**src/rtl/muldiv_pkg.sv**
```systemverilog
// Shared types and constants for the iterative multiply/divide sequencer.
package muldiv_pkg;

  localparam int MULDIV_WIDTH = 32;

  typedef enum logic [1:0] {
    OP_MULT  = 2'b00,
    OP_MULTU = 2'b01,
    OP_DIV   = 2'b10,
    OP_DIVU  = 2'b11
  } muldiv_op_t;

  typedef enum logic [1:0] {
    IDLE = 2'b00,
    RUN  = 2'b01,
    FIN  = 2'b10
  } muldiv_state_t;

  function automatic logic op_is_signed(input logic [1:0] op);
    return ~op[0];
  endfunction

endpackage

```
**src/rtl/muldiv_step.sv**
```systemverilog
// One iteration of the shift-add multiplier or restoring divider.
// Divide path exists only when MULDIV_DIV_EN is defined.
module muldiv_step
  import muldiv_pkg::*;
#(
  parameter int WIDTH = MULDIV_WIDTH
) (
`ifdef MULDIV_DIV_EN
  input  logic                 div_sel,
`endif
  input  logic [2*WIDTH-1:0]   acc_i,
  input  logic [WIDTH-1:0]     opnd_i,
  output logic [2*WIDTH-1:0]   acc_o
);

  logic [WIDTH:0]     mul_sum;
  logic [2*WIDTH-1:0] mul_acc;
`ifdef MULDIV_DIV_EN
  logic [WIDTH:0]     rem_sh;
  logic [WIDTH:0]     rem_diff;
  logic [2*WIDTH-1:0] div_acc;
`endif

  // acc = {partial product, unconsumed multiplier} / {remainder, dividend->quotient}
  always_comb begin
    mul_sum = {1'b0, acc_i[2*WIDTH-1:WIDTH]};
    if (acc_i[0]) begin
      mul_sum = {1'b0, acc_i[2*WIDTH-1:WIDTH]} + {1'b0, opnd_i};
    end else begin
      mul_sum = {1'b0, acc_i[2*WIDTH-1:WIDTH]};
    end
    mul_acc = {mul_sum, acc_i[WIDTH-1:1]};
`ifdef MULDIV_DIV_EN
    rem_sh   = {acc_i[2*WIDTH-1:WIDTH], acc_i[WIDTH-1]};
    rem_diff = rem_sh - {1'b0, opnd_i};
    // Remainder stays below the divisor, so bit WIDTH of the difference is its sign.
    if (!rem_diff[WIDTH]) begin
      div_acc = {rem_diff[WIDTH-1:0], acc_i[WIDTH-2:0], 1'b1};
    end else begin
      div_acc = {rem_sh[WIDTH-1:0], acc_i[WIDTH-2:0], 1'b0};
    end
    if (div_sel) begin
      acc_o = div_acc;
    end else begin
      acc_o = mul_acc;
    end
`else
    acc_o = mul_acc;
`endif
  end

endmodule

```
**src/rtl/muldiv_seq.sv**
```systemverilog
// Multi-cycle mult/multu (and div/divu with MULDIV_DIV_EN) sequencer owning HI/LO.
// Operates on magnitudes and fixes the sign when the last iteration completes.
module muldiv_seq
  import muldiv_pkg::*;
#(
  parameter int WIDTH = MULDIV_WIDTH
) (
  input  logic             clk,
  input  logic             reset,
  input  logic             start,
  input  logic [1:0]       op,
  input  logic [WIDTH-1:0] a,
  input  logic [WIDTH-1:0] b,
  output logic             busy,
  output logic             done,
  output logic [WIDTH-1:0] hi,
  output logic [WIDTH-1:0] lo
);

  localparam int CW = $clog2(WIDTH);

  muldiv_state_t      state_q, state_d;
  logic [CW-1:0]      count_q, count_d;
  logic [2*WIDTH-1:0] acc_q, acc_d;
  logic [WIDTH-1:0]   opnd_q, opnd_d;
  logic               neg_q, neg_d;
  logic [WIDTH-1:0]   hi_q, hi_d;
  logic [WIDTH-1:0]   lo_q, lo_d;
  logic               busy_q, busy_d;
  logic               done_q, done_d;
`ifdef MULDIV_DIV_EN
  logic               div_q, div_d;
  logic               neg_rem_q, neg_rem_d;
  logic [WIDTH-1:0]   quo_fix;
  logic [WIDTH-1:0]   rem_fix;
`endif

  logic               op_ok;
  logic               a_neg;
  logic               b_neg;
  logic [WIDTH-1:0]   a_mag;
  logic [WIDTH-1:0]   b_mag;
  logic               last_step;
  logic [2*WIDTH-1:0] step_acc;
  logic [2*WIDTH-1:0] prod_fix;

  muldiv_step #(.WIDTH(WIDTH)) u_step (
`ifdef MULDIV_DIV_EN
    .div_sel (div_q),
`endif
    .acc_i   (acc_q),
    .opnd_i  (opnd_q),
    .acc_o   (step_acc)
  );

  // Operand magnitudes, legality and sign-corrected results
  always_comb begin
`ifdef MULDIV_DIV_EN
    op_ok = 1'b1;
`else
    op_ok = ~op[1];
`endif
    a_neg = op_is_signed(op) & a[WIDTH-1];
    b_neg = op_is_signed(op) & b[WIDTH-1];
    if (a_neg) begin
      a_mag = -a;
    end else begin
      a_mag = a;
    end
    if (b_neg) begin
      b_mag = -b;
    end else begin
      b_mag = b;
    end
    last_step = (count_q == CW'(WIDTH - 1));
    if (neg_q) begin
      prod_fix = -step_acc;
    end else begin
      prod_fix = step_acc;
    end
`ifdef MULDIV_DIV_EN
    if (neg_q) begin
      quo_fix = -step_acc[WIDTH-1:0];
    end else begin
      quo_fix = step_acc[WIDTH-1:0];
    end
    if (neg_rem_q) begin
      rem_fix = -step_acc[2*WIDTH-1:WIDTH];
    end else begin
      rem_fix = step_acc[2*WIDTH-1:WIDTH];
    end
`endif
  end

  // Next-state and datapath control
  always_comb begin
    state_d = state_q;
    count_d = count_q;
    acc_d   = acc_q;
    opnd_d  = opnd_q;
    neg_d   = neg_q;
    hi_d    = hi_q;
    lo_d    = lo_q;
    busy_d  = busy_q;
    done_d  = 1'b0;
`ifdef MULDIV_DIV_EN
    div_d     = div_q;
    neg_rem_d = neg_rem_q;
`endif
    case (state_q)
      IDLE: begin
        if (start && op_ok) begin
          state_d = RUN;
          count_d = CW'(0);
          busy_d  = 1'b1;
          neg_d   = a_neg ^ b_neg;
`ifdef MULDIV_DIV_EN
          div_d     = op[1];
          neg_rem_d = a_neg;
          if (op[1]) begin
            acc_d  = {{WIDTH{1'b0}}, a_mag};
            opnd_d = b_mag;
          end else begin
            acc_d  = {{WIDTH{1'b0}}, b_mag};
            opnd_d = a_mag;
          end
`else
          acc_d  = {{WIDTH{1'b0}}, b_mag};
          opnd_d = a_mag;
`endif
        end else begin
          state_d = IDLE;
        end
      end
      RUN: begin
        acc_d = step_acc;
        if (last_step) begin
          state_d = FIN;
          count_d = CW'(0);
          busy_d  = 1'b0;
          done_d  = 1'b1;
`ifdef MULDIV_DIV_EN
          if (div_q) begin
            hi_d = rem_fix;
            lo_d = quo_fix;
          end else begin
            hi_d = prod_fix[2*WIDTH-1:WIDTH];
            lo_d = prod_fix[WIDTH-1:0];
          end
`else
          hi_d = prod_fix[2*WIDTH-1:WIDTH];
          lo_d = prod_fix[WIDTH-1:0];
`endif
        end else begin
          count_d = count_q + CW'(1);
        end
      end
      // HI/LO and done are already presented; any start here is dropped
      FIN: begin
        state_d = IDLE;
      end
      default: begin
        state_d = IDLE;
        busy_d  = 1'b0;
      end
    endcase
  end

  // State and datapath registers
  always_ff @(posedge clk or posedge reset) begin
    if (reset) begin
      state_q <= IDLE;
      count_q <= CW'(0);
      acc_q   <= {(2*WIDTH){1'b0}};
      opnd_q  <= {WIDTH{1'b0}};
      neg_q   <= 1'b0;
      hi_q    <= {WIDTH{1'b0}};
      lo_q    <= {WIDTH{1'b0}};
      busy_q  <= 1'b0;
      done_q  <= 1'b0;
`ifdef MULDIV_DIV_EN
      div_q     <= 1'b0;
      neg_rem_q <= 1'b0;
`endif
    end else begin
      state_q <= state_d;
      count_q <= count_d;
      acc_q   <= acc_d;
      opnd_q  <= opnd_d;
      neg_q   <= neg_d;
      hi_q    <= hi_d;
      lo_q    <= lo_d;
      busy_q  <= busy_d;
      done_q  <= done_d;
`ifdef MULDIV_DIV_EN
      div_q     <= div_d;
      neg_rem_q <= neg_rem_d;
`endif
    end
  end

  assign busy = busy_q;
  assign done = done_q;
  assign hi   = hi_q;
  assign lo   = lo_q;

endmodule
```
**config.mk**
```make
export PLATFORM = sky130hd
export DESIGN_NAME = muldiv_seq
export DESIGN_NICKNAME = d
export VERILOG_FILES = /design/src/rtl/muldiv_pkg.sv /design/src/rtl/muldiv_step.sv /design/src/rtl/muldiv_seq.sv
export SDC_FILE = /design/constraint.sdc
export NUM_CORES = 1
export LEC_CHECK = 0
export ABC_CLOCK_PERIOD_IN_PS = 14400
export CORE_UTILIZATION = 30
export CTS_CLUSTER_DIAMETER = 200
export CTS_CLUSTER_SIZE = 24
export DETAILED_ROUTE_END_ITERATION = 8
export GPL_TIMING_DRIVEN = 1
export HOLD_SLACK_MARGIN = 0.06
export SYNTH_ARGS = -nofsm -noshare
export SYNTH_HDL_FRONTEND = slang
export SYNTH_HIERARCHICAL = 1
export SYNTH_SLANG_ARGS = --single-unit
export TNS_END_PERCENT = 100
```
**constraint.sdc**
```tcl
create_clock -name clk -period 14.4 [get_ports clk]
set_input_delay 2.16 -clock clk [delete_from_list [all_inputs] [get_ports clk]]
set_output_delay 2.16 -clock clk [all_outputs]
set_load 0.05 [all_outputs]
```
==> results.sh, run 1 <==
# flow metrics
export IMPL_fp_nets=1456
export IMPL_core_mm2=0.0380
export IMPL_cp_max_fo=6
export IMPL_rsz0062_at_grt="false"
export IMPL_status="completed"
export IMPL_p_int_mw=1.73
export IMPL_first_iter_violations=754
export IMPL_combPwrFrac_pct=58.2
export IMPL_grt_pass1_wl_um=54900
export IMPL_hold_violations=0
export IMPL_cts_htree_levels=4
export IMPL_synthCells=1349
export IMPL_finalClockPeriodUsage_pct=32.1
export IMPL_edf_count=0
export IMPL_tritoncts="built"
export IMPL_grt_pass1_vias=9791
export IMPL_cts_setup_buffers=0
export IMPL_final_max_slew_viol_count=0
export IMPL_drt_first_pass_iters=7
export IMPL_synth_top_flop_cell="dfrtp_1"
export IMPL_die_width_um=200
export IMPL_layout_min_cycle_time_ns=4.62
export IMPL_dp_slack_ns=9.47
export IMPL_ys_seq_share_pct=36.3
export IMPL_finalClockSkew_ns=0.0180
export IMPL_synth_area_mm2=0.0117
export IMPL_cts_resized=0
export IMPL_topCellsByArea="dfrtp_1 36%, o21ai_0 7.1%, xor2_1 5.8%, nand2_1 5.3%, ha_1 4.0%"
export IMPL_largest_area_cell="dfrtp_1"
export IMPL_setup_worst_path_class="flip-flop to flip-flop"
export IMPL_drc=0
export IMPL_antenna_left=0
export IMPL_grt_max_degree=131
export IMPL_finalSetupViolCount=0
export IMPL_hold_path_class="flip-flop to flip-flop"
export IMPL_routabilityCongestion=0.887
export IMPL_postCtsHoldBufs=0
export IMPL_fin_cells=1928
export IMPL_worst_pin_slew_ns=1.19
export IMPL_antenna_found_initial=1
export IMPL_hold_end="lo[19]"
export IMPL_startpoint_type="flip-flop"
export IMPL_post_place_cells=1896
export IMPL_nets=1511
export IMPL_top_cell="dfrtp_1"
export IMPL_hold_start="lo[19]"
export IMPL_rows=71
export IMPL_vias_per_cell=5.31
export IMPL_synth_cell_types=82
export IMPL_power_per_cell_area_mw_per_mm2=242
export IMPL_top_area_share_pct=36.3
export IMPL_cp_arrival_ns=4.89
export IMPL_die_size_y_um=200
export IMPL_ys_cells=1349
export IMPL_cts_sinks=170
export IMPL_port_buffer_count=134
export IMPL_r2r_end="hi[31]"
export IMPL_fin_tns_setup_ns=0
export IMPL_fmax_mhz=216
export IMPL_synth_warnings=6
export IMPL_hpwl_um=26000
export IMPL_power_switching_mw=1.63
export IMPL_p_leak_nw=5.59
export IMPL_worst_ep_required_time_ns=14.67
export IMPL_cts_buffers=17
export IMPL_setup_worst_path_end_class="flip-flop"
export IMPL_yosys_area_mm2=0.0117
export IMPL_worst_r2r_cell_count=14
export IMPL_switching_share_pct=48.6
export IMPL_grt_overflow_total=0
export IMPL_openroad_warnings=28
export IMPL_cts_max_path_buffers=2
export IMPL_die_area_mm2=0.0398
==> run 1: cell usage in the layout, fill, tap and decap left out, drive strengths merged, types with 14 or more instances in the layout <==
cell type,Yosys,routed
clkbuf,67,19
o21ai,176,176
nand3,25,25
xor2,78,78
clkdlybuf4s50,0,134
or4,23,23
a21oi,75,75
mux2,16,16
or3,21,21
nand4,21,21
nand2,166,166
xnor2,43,43
ha,37,37
inv,24,28
dfrtp,170,170
o41ai,14,14
a22oi,14,14
nor3,35,35
mux2i,19,19
nor4,26,26
o31ai,27,27
a22o,49,49
nor2,69,69
==> run 1: registers in the layout, indices dropped and copies added (netlist names), 2 cells and up <==
signal / flops
acc_q: 64
hi: 32
lo: 32
opnd_q: 32
count_q: 5
state_q: 2
==> run 1: power by group through the flow <==
stage          clock [mW]  sequential, mW  combinational (mW)
6_report            0.509           0.897                1.96
5_1_grt             0.542           0.923                2.14
4_1_cts             0.524           0.892                1.94
3_5_place_dp            0           0.900                1.93
3_3_place_gp            0           0.893                1.91
2_1_floorplan           0           0.946                1.36
==> run 1: final cells by class <==
class | instances | area, um^2
diodes | 1 | 2.50
flip-flops and latches | 170 | 4260
inverters | 24 | 95.1
clock inverters | 12 | 186
multi-input cells | 1046 | 6840
repair buffers | 145 | 1420
fillers | 3930 | 24100
clock buffers | 19 | 453
well taps | 511 | 639
==> run 1: how the worst max path moves through the flow <==
stage / from / endpoint / cells past startpoint
floorplan: reset / acc_q[0] / 1
global placement: a[18] / opnd_q[27] / 7
detailed placement: b[10] / acc_q[21] / 7
CTS: acc_q[32] / hi[31] / 14
global route: acc_q[32] / hi[31] / 14
finish: acc_q[32] / hi[31] / 14
==> run 1: layer usage <==
metal | global-route usage, % | part of all wire (%)
met5 | 0 | 0
met4 | 5.06 | 1.6
met3 | 2.35 | 4.6
met2 | 25.6 | 42
met1 | 26.5 | 51
==> run 1: worst max-delay path, cell delays in order (launching register included) <==
cell and delay, ns:
dfrtp_1 0.40, ha_1 0.25, fa_1 0.41, a21o_1 0.23, a221oi_4 0.39, a211oi_2 0.16, a211o_4 0.40, nand4b_1 0.12
nand4_1 0.29, nor4_1 0.35, nand3_1 0.24, or4_1 0.54, o41ai_1 0.37, xor2_1 0.20, o21ai_0 0.09
==> run 1: logic make-up after synthesis <==
kind of cell / share of synthesized area (%)
buf+inv: 5.38
xor+xnor: 9.05
flops: 36.3
mux: 3.20
compound gates: 23.7
simple gates: 18.2
fa+ha+maj: 4.13
==> run 1: per-stage QoR <==
step	total power, mW	utilization (%)	cell area [um^2]	hold slack [ns]
floorplan	2.31	-	11700	0.442
global placement	2.80	34.9	13300	0.462
detailed placement	2.83	34.9	13300	0.470
CTS	3.36	36.5	13900	0.486
global route	3.61	36.5	13900	0.506
finish	3.36	36.5	13900	0.477
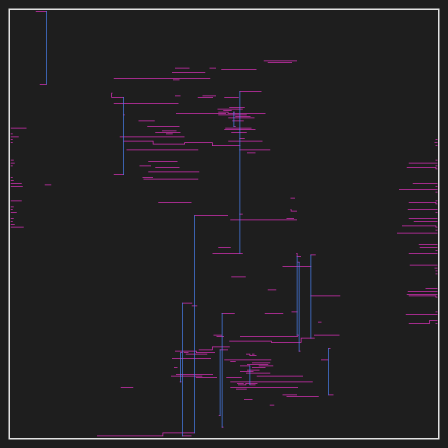
run_1/layers.png
Only two layers are drawn.
blue -> M4  # wire length 560 um
magenta -> M3  # wire length 1590 um
DR WL/cell: 17.9 um
Tot GR Track Use: 17.5%
total routed wirelength: 34600 um
Vias: 10200

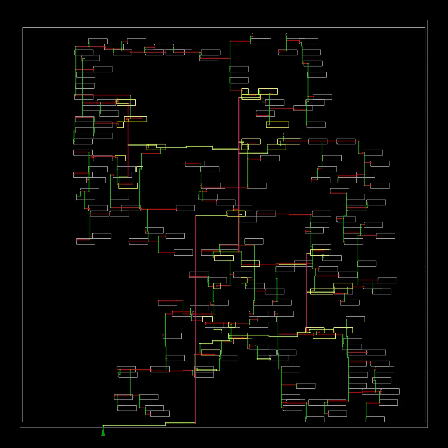
run_1/clock_nets.png
worst skew pair latency: 0.45 ns
FF+latch count: 170
Clk. pwr: 509 uW

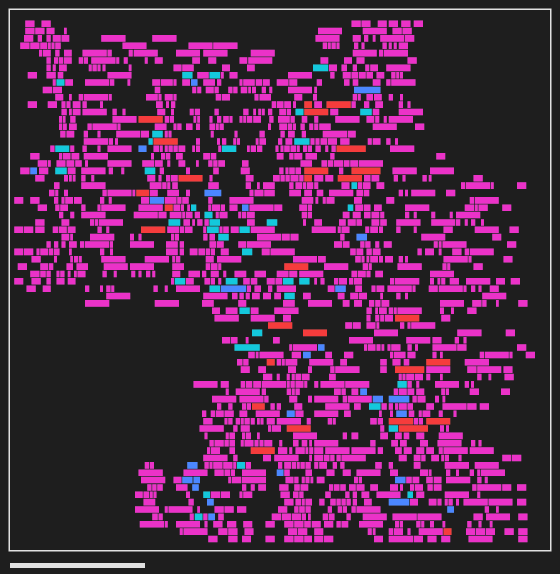
run_1/sizing.png
Bar = 50 um.
cyan -> x2  # cells 40
blue -> x3 and x4  # cells 27
magenta -> x1 and smaller  # cells 1321
red -> x6 and larger  # cells 28
area delta synth->final: 18.7%
Final Instance Area: 0.0139 mm^2
nonclk buf count: 145
post-route setup slack: 9.78 ns

## Run 2: what changed since run 1
--- a/config.mk
+++ b/config.mk
@@ -5,7 +5,7 @@
 export SDC_FILE = /design/constraint.sdc
 export NUM_CORES = 1
 export LEC_CHECK = 0
-export ABC_CLOCK_PERIOD_IN_PS = 14400
+export ABC_CLOCK_PERIOD_IN_PS = 3700
 export CORE_UTILIZATION = 30
 export CTS_CLUSTER_DIAMETER = 200
 export CTS_CLUSTER_SIZE = 24
==> constraint.sdc (replaced) <==
create_clock -name clk -period 3.7 [get_ports clk]
set_input_delay 0.555 -clock clk [delete_from_list [all_inputs] [get_ports clk]]
set_output_delay 0.555 -clock clk [all_outputs]
set_load 0.05 [all_outputs]
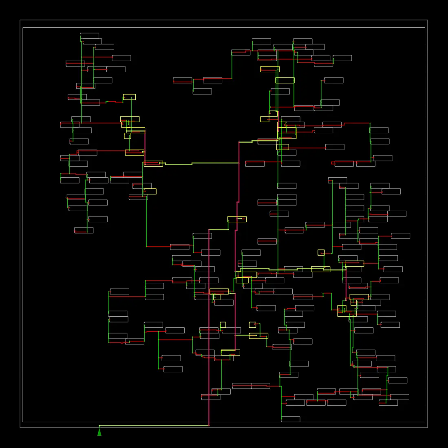
run_2/clock_nets.png
worst skew pair latency: 0.44 ns
Clk. pwr: 1.84 mW
cts bufs inserted: 17
number of clock buffers in the layout: 17
Setup Skew: 0.0162 ns

==> run 2 against run 1 <==
Effect of this change:
- core utilization is 3.8 points higher
- clock power went up to 3.6 times the previous value
- synthesized area stayed put
- maximum frequency grew 14%
- sequential share of layout area is 2.9 points lower
- clock skew is 0.0018 ns lower
- the run now ends with setup timing left
- synthesized cell count unchanged
- largest power group unchanged
- flip-flop count unchanged
- cell count up 8.3%
- die area unchanged
- highest routed layer unchanged
- setup slack lost 10 ns
==> results.sh, run 2 <==
# flow metrics
export IMPL_crit_top_cell="or4_4"
export IMPL_diodes=0
export IMPL_grt_max_degree=111
export IMPL_violations="setup timing"
export IMPL_crit_buf_inv=2
export IMPL_yosys_area_mm2=0.0117
export IMPL_fp_nets=1456
export IMPL_cts_sinks=170
export IMPL_synth_cell_types=82
export IMPL_rows=71
export IMPL_first_iter_violations=698
export IMPL_synthCells=1349
export IMPL_postLayoutCellArea_mm2=0.0154
export IMPL_port_buffer_count=134
export IMPL_hold_start="hi[9]"
export IMPL_largest_area_cell="dfrtp_1"
export IMPL_crit_path_top_delay_cell="or4_4"
export IMPL_status="finished with violations"
export IMPL_p_leak_nw=6.43
export IMPL_postPlaceCellArea_mm2=0.0145
export IMPL_nets=1671
export IMPL_fmax_mhz=247
export IMPL_post_route_util_pct=40.4
export IMPL_cp_arrival_ns=4.38
export IMPL_topCellsByArea="dfrtp_1 36%, o21ai_0 7.1%, xor2_1 5.8%, nand2_1 5.3%, ha_1 4.0%"
export IMPL_rsz0062_at_grt="true"
export IMPL_path_cells="ha_2, fa_2, a21o_1, a221oi_4, buf_4, a211oi_2, nor2b_1, xnor2_1, mux2_4, or4_4, buf_6, or4_4, o41ai_4, xor2_1, o21ai_1"
export IMPL_finalSetupViolCount=17
export IMPL_openroad_warnings=31
export IMPL_die_size_y_um=200
export IMPL_post_place_cells=2049
export IMPL_grt_overflow_total=0
export IMPL_finalClockPeriodUsage_pct=109
export IMPL_drt_first_pass_iters=5
export IMPL_p_total_mw=15.3
export IMPL_setup_ws_ns=-0.346
export IMPL_top_area_share_pct=36.3
export IMPL_lay_top_count="dfrtp_1"
export IMPL_startpoint_type="flip-flop"
export IMPL_top_cell="dfrtp_1"
export IMPL_vias=10800
export IMPL_ys_cells=1349
export IMPL_cp_max_fo=7
export IMPL_layout_min_cycle_time_ns=4.05
export IMPL_postCtsHoldBufs=0
export IMPL_vias_per_cell=5.17
export IMPL_cts_max_path_buffers=2
export IMPL_die_area_mm2=0.0398
export IMPL_synth_warnings=6
export IMPL_cts_htree_levels=4
export IMPL_grt_pass1_vias=10400
export IMPL_hold_ws_ns=0.479
export IMPL_hold_path_class="flip-flop to flip-flop"
export IMPL_synth_top_flop_cell="dfrtp_1"
export IMPL_final_max_slew_viol_count=0
export IMPL_gr_usage_all_layers_pct=18.8
export IMPL_grt_pass1_wl_um=58500
export IMPL_tritoncts="built"
export IMPL_worst_pin_slew_ns=1.24
export IMPL_ys_seq_share_pct=36.3
export IMPL_area_delta_synth_final_pct=31.2
export IMPL_power_per_cell_area_mw_per_mm2=995
export IMPL_hpwl_um=28500
export IMPL_core_mm2=0.0380
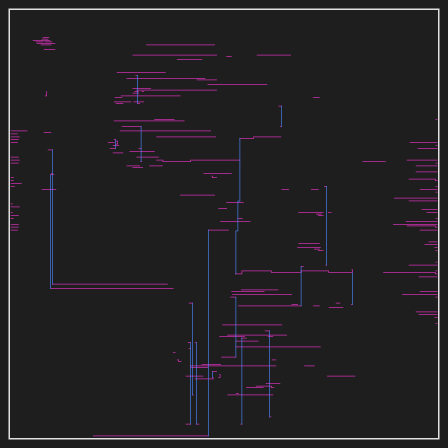
run_2/layers.png
Only two layers are drawn.
magenta -> M3  # wire length 1680 um
blue -> M4  # wire length 619 um
total routed wirelength: 37100 um
DR WL/cell: 17.8 um

-- run 2: netlist changes by cell type in the layout (fill, tap and decap cells not counted), sizes merged --
| cell | previous run | this run |
|---|---|---|
| buf | 11 | 171 |
| bufinv | 4 | 0 |
| clkinvlp | 0 | 3 |
| clkbuf | 19 | 17 |
| clkinv | 4 | 6 |
| inv | 28 | 30 |
| diode | 1 | 0 |
-- run 2: final timing paths --
check,end,slack [ns],cells after the start
max,hi[19],-0.35,15
min,hi[9],0.48,2
max reg2reg,hi[19],-0.35,15
min reg2reg,hi[9],0.48,2
max in group asynchronous,hi[29],2.45,3
min in group asynchronous,lo[19],0.59,3
-- run 2: layout make-up --
class	instances	area (um^2)	share of cell area (%)
multi-input combinational	1046	7110	46.3
timing repair buffer	305	2670	17.4
clock buffer	17	425	2.77
clock inverter	15	171	1.12
inverter	24	93.8	0.611
sequential	170	4260	27.7
tap	511	639	4.16
-- run 2: repair_timing --
action / 4_1_cts / 5_1_grt
pin swaps: 8 / 14
endpoints found under the setup margin: 18 / 22
gates resized: 16 / 34
endpoints found under the hold margin: 0 / 0
buffers inserted: 3 / 4
-- run 2: worst reg2reg max path: cells and delay by family, from the launching register on --
| kind | cells | cell delay (ns) |
|---|---|---|
| simple gates | 3 | 1.16 |
| compound gates | 5 | 1.02 |
| fa+ha+maj | 2 | 0.54 |
| flops | 1 | 0.39 |
| buf+inv | 2 | 0.31 |
| mux | 1 | 0.26 |
| xor+xnor | 2 | 0.25 |
-- run 2: stage by stage --
stage | worst slack [ns] | setup TNS, ns
floorplan | -0.128 | -0.643
global placement | -0.231 | -2.55
detailed placement | -0.243 | -3.06
CTS | -0.225 | -2.73
global route | -0.455 | -6.52
finish | -0.346 | -3.17
-- run 2: cell families (layout without fill, tap and decap cells) --
group | Yosys count | after routing | synth area share, %
simple gates | 427 | 427 | 18.2
flops | 170 | 170 | 36.3
buf+inv | 133 | 361 | 5.38
mux | 35 | 35 | 3.20
xor+xnor | 121 | 121 | 9.05
compound gates | 425 | 425 | 23.7
fa+ha+maj | 38 | 38 | 4.13
-- run 2: power by group --
| part | total, mW | internal [mW] | switching (mW) |
|---|---|---|---|
| Clock | 1.84 | 0.912 | 0.931 |
| Combinational | 9.94 | 4.66 | 5.28 |
| Sequential | 3.49 | 2.59 | 0.899 |
-- run 2: per-layer routing --
| layer | global-route usage, % | routed length (um) |
|---|---|---|
| met5 | 0 | 0 |
| met4 | 5.23 | 619 |
| met3 | 2.53 | 1680 |
| met2 | 27.6 | 15800 |
| met1 | 28.4 | 19000 |
## Run 3: what changed since run 2
--- a/config.mk
+++ b/config.mk
@@ -6,12 +6,13 @@
 export NUM_CORES = 1
 export LEC_CHECK = 0
 export ABC_CLOCK_PERIOD_IN_PS = 3700
-export CORE_UTILIZATION = 30
+export CORE_UTILIZATION = 52
 export CTS_CLUSTER_DIAMETER = 200
 export CTS_CLUSTER_SIZE = 24
 export DETAILED_ROUTE_END_ITERATION = 8
 export GPL_TIMING_DRIVEN = 1
 export HOLD_SLACK_MARGIN = 0.06
+export PLACE_DENSITY = 0.78
 export SYNTH_ARGS = -nofsm -noshare
 export SYNTH_HDL_FRONTEND = slang
 export SYNTH_HIERARCHICAL = 1
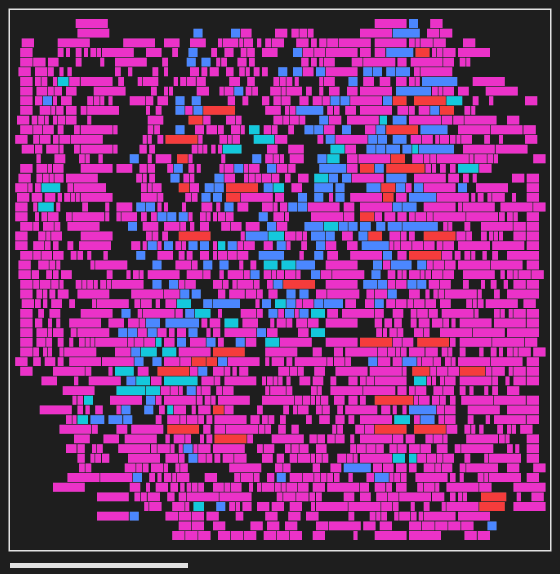
run_3/sizing.png
Bar = 50 um.
red -> x6 and larger  # cells 39
cyan -> x2  # cells 42
blue -> x3 and x4  # cells 181
magenta -> x1 and smaller  # cells 1295
nonclk buf count: 285
area delta synth->final: 27.7%
Final Instance Area: 0.0149 mm^2

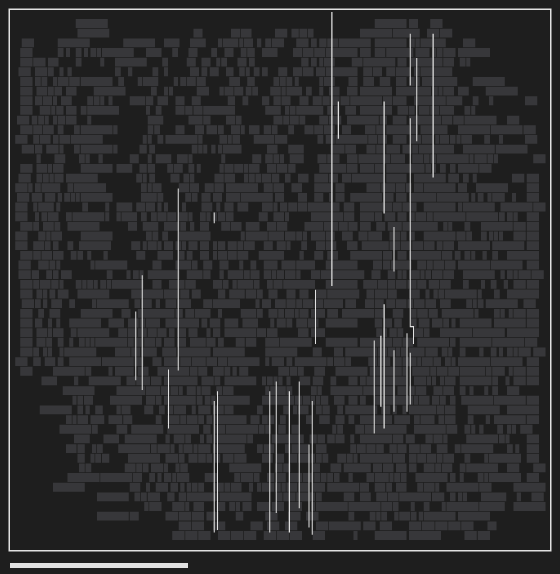
run_3/m4.png
Bar = 50 um.
main direction = vertical
share of all routed wire = 2.4%
longest straight run = 76.8 um
nets with wire on the layer = 24
total routed wirelength: 34100 um
Vias: 11200

==> run 3 against run 2 <==
Effect of this change:
- the run ends with DRC, setup timing left
- count of clock-buffer cells in the layout rose by 1
- sequential share of layout area rose by 0.76 points
- clock skew shrank 0.0042 ns
- register-to-register slack worse by 0.04 ns
- setup slack got worse by 0.044 ns
- final area down 2.7%
- via count grew 3.3%
- critical path depth up 1
- largest cell class unchanged
==> results.sh, run 3 <==
# flow metrics
export IMPL_synth_warnings=6
export IMPL_final_max_slew_viol_count=0
export IMPL_grt_busiest_layer="met2"
export IMPL_status="finished with violations"
export IMPL_synth_area_mm2=0.0117
export IMPL_vias_per_cell=6.07
export IMPL_finalSetupViolCount=20
export IMPL_cts_sinks=170
export IMPL_routabilityCongestion=0.948
export IMPL_setup_worst_path_end_class="flip-flop"
export IMPL_drc=18
export IMPL_ys_cells=1349
export IMPL_grt_util_met2_pct=44.4
export IMPL_nets=1651
export IMPL_gr_usage_all_layers_pct=29.8
export IMPL_setup_worst_path_class="flip-flop to flip-flop"
export IMPL_worst_r2r_cell_count=16
export IMPL_fmax_mhz=245
export IMPL_insertion_delay_ns=0.45
export IMPL_rsz0062_at_grt="true"
export IMPL_p_total_mw=15.1
export IMPL_setup_ws_ns=-0.390
export IMPL_port_buffer_count=134
export IMPL_grt_pass1_wl_um=55600
export IMPL_finalClockSkew_ns=0.0120
export IMPL_violations="DRC, setup timing"
export IMPL_die_size_y_um=152
export IMPL_topCellsByArea="dfrtp_1 36%, o21ai_0 7.1%, xor2_1 5.8%, nand2_1 5.3%, ha_1 4.0%"
export IMPL_layout_top_cells="169 x dfrtp_1, 165 x nand2_1, 157 x o21ai_0"
export IMPL_fp_nets=1456
export IMPL_path_delay_family="simple AND/OR/NAND/NOR gates"
export IMPL_power_per_cell_area_mw_per_mm2=1010
export IMPL_layout_min_cycle_time_ns=4.09
export IMPL_postPlaceCellArea_mm2=0.0140
export IMPL_first_iter_violations=968
export IMPL_hpwl_um=24900
export IMPL_p_leak_nw=6.35
export IMPL_wl_per_cell_um=18.6
export IMPL_cp_max_fo=5
export IMPL_worst_pin_slew_ns=1.34
export IMPL_hold_ws_ns=0.478
[run 3: cell counts after synthesis]
No cell type changed its count.
[run 3: cells by family (layout without fill, tap and decap cells)]
| logic type | after synthesis | count (layout) | share of synthesized area [%] |
|---|---|---|---|
| compound gates | 425 | 425 | 23.7 |
| xor+xnor | 121 | 121 | 9.05 |
| fa+ha+maj | 38 | 38 | 4.13 |
| buf+inv | 133 | 341 | 5.38 |
| flops | 170 | 170 | 36.3 |
| mux | 35 | 35 | 3.20 |
| simple gates | 427 | 427 | 18.2 |
[run 3: through the flow]
step / instances / setup TNS, ns
after floorplan: 1349 / -0.643
after global placement: 1790 / -2.47
after detailed placement: 1790 / -3.93
after CTS: 1828 / -1.95
after global routing: 1837 / -7.45
final: 1837 / -3.97
[run 3: report_power, final]
group	switching [mW]	leakage [nW]	total [mW]	internal, mW
Combinational	5.32	3.89	9.76	4.44
Clock	0.833	0.292	1.86	1.03
Sequential	0.906	2.16	3.50	2.59
[run 3: final cells by class]
type,instances,area (um^2)
timing repair buffer,285,2550
tap,280,350
inverter,24,93.8
fill,1715,7010
multi-input combinational,1046,7110
clock buffer,18,439
sequential,170,4260
clock inverter,14,156
[run 3: layer usage]
layer  vias to the layer above  wire length [um]
met3                        63              2560
met5                         -                 0
met1                      5286             15900
li1                       5310                 -
met2                       494             14800
met4                         0               828
[run 3: how the worst min path moves through the flow]
stage                           from    endpoint  slack, ns  cells past startpoint
after detailed placement  count_q[3]  count_q[3]       0.47                      1
final                         hi[11]      hi[11]       0.48                      2
after global placement         lo[2]       lo[2]       0.46                      2
after global routing           lo[7]       lo[7]       0.50                      2
after CTS                 count_q[3]  count_q[3]       0.48                      1
after floorplan           count_q[3]  count_q[3]       0.44                      1
[run 3: tightest hold or removal path: stages (launching register included)]
cell     delay [ns]
dfrtp_1        0.34
nand2_1        0.04
o21ai_0        0.06
[run 3: what timing repair did]
| action | CTS | global route |
|---|---|---|
| pin swaps | 14 | 25 |
| setup endpoints to repair | 21 | 22 |
| setup buffers | 6 | 9 |
| endpoints found under the hold margin | 0 | 0 |
| gates resized | 31 | 21 |

## Gallery

Metal 2.
shot_01.png
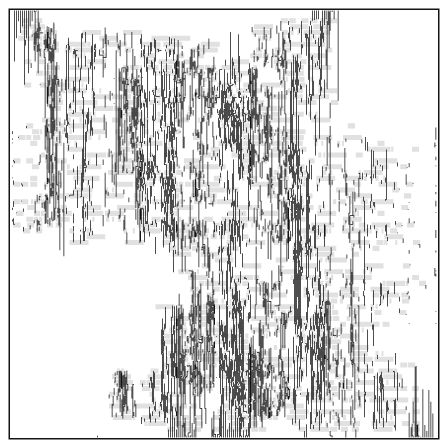
shot_02.png
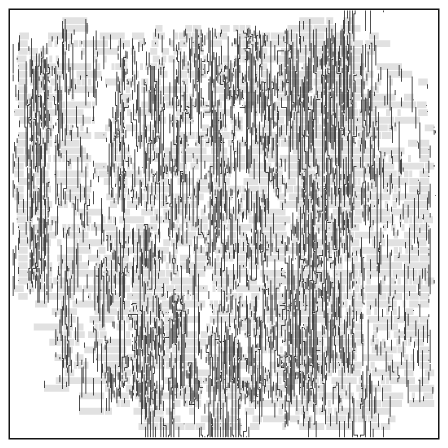
- shot_01.png = run 1
- shot_02.png = run 3

Key to shot_01.png:
main direction = vertical
share of all routed wire = 42%

Power is estimated from default activity; no workload was simulated.
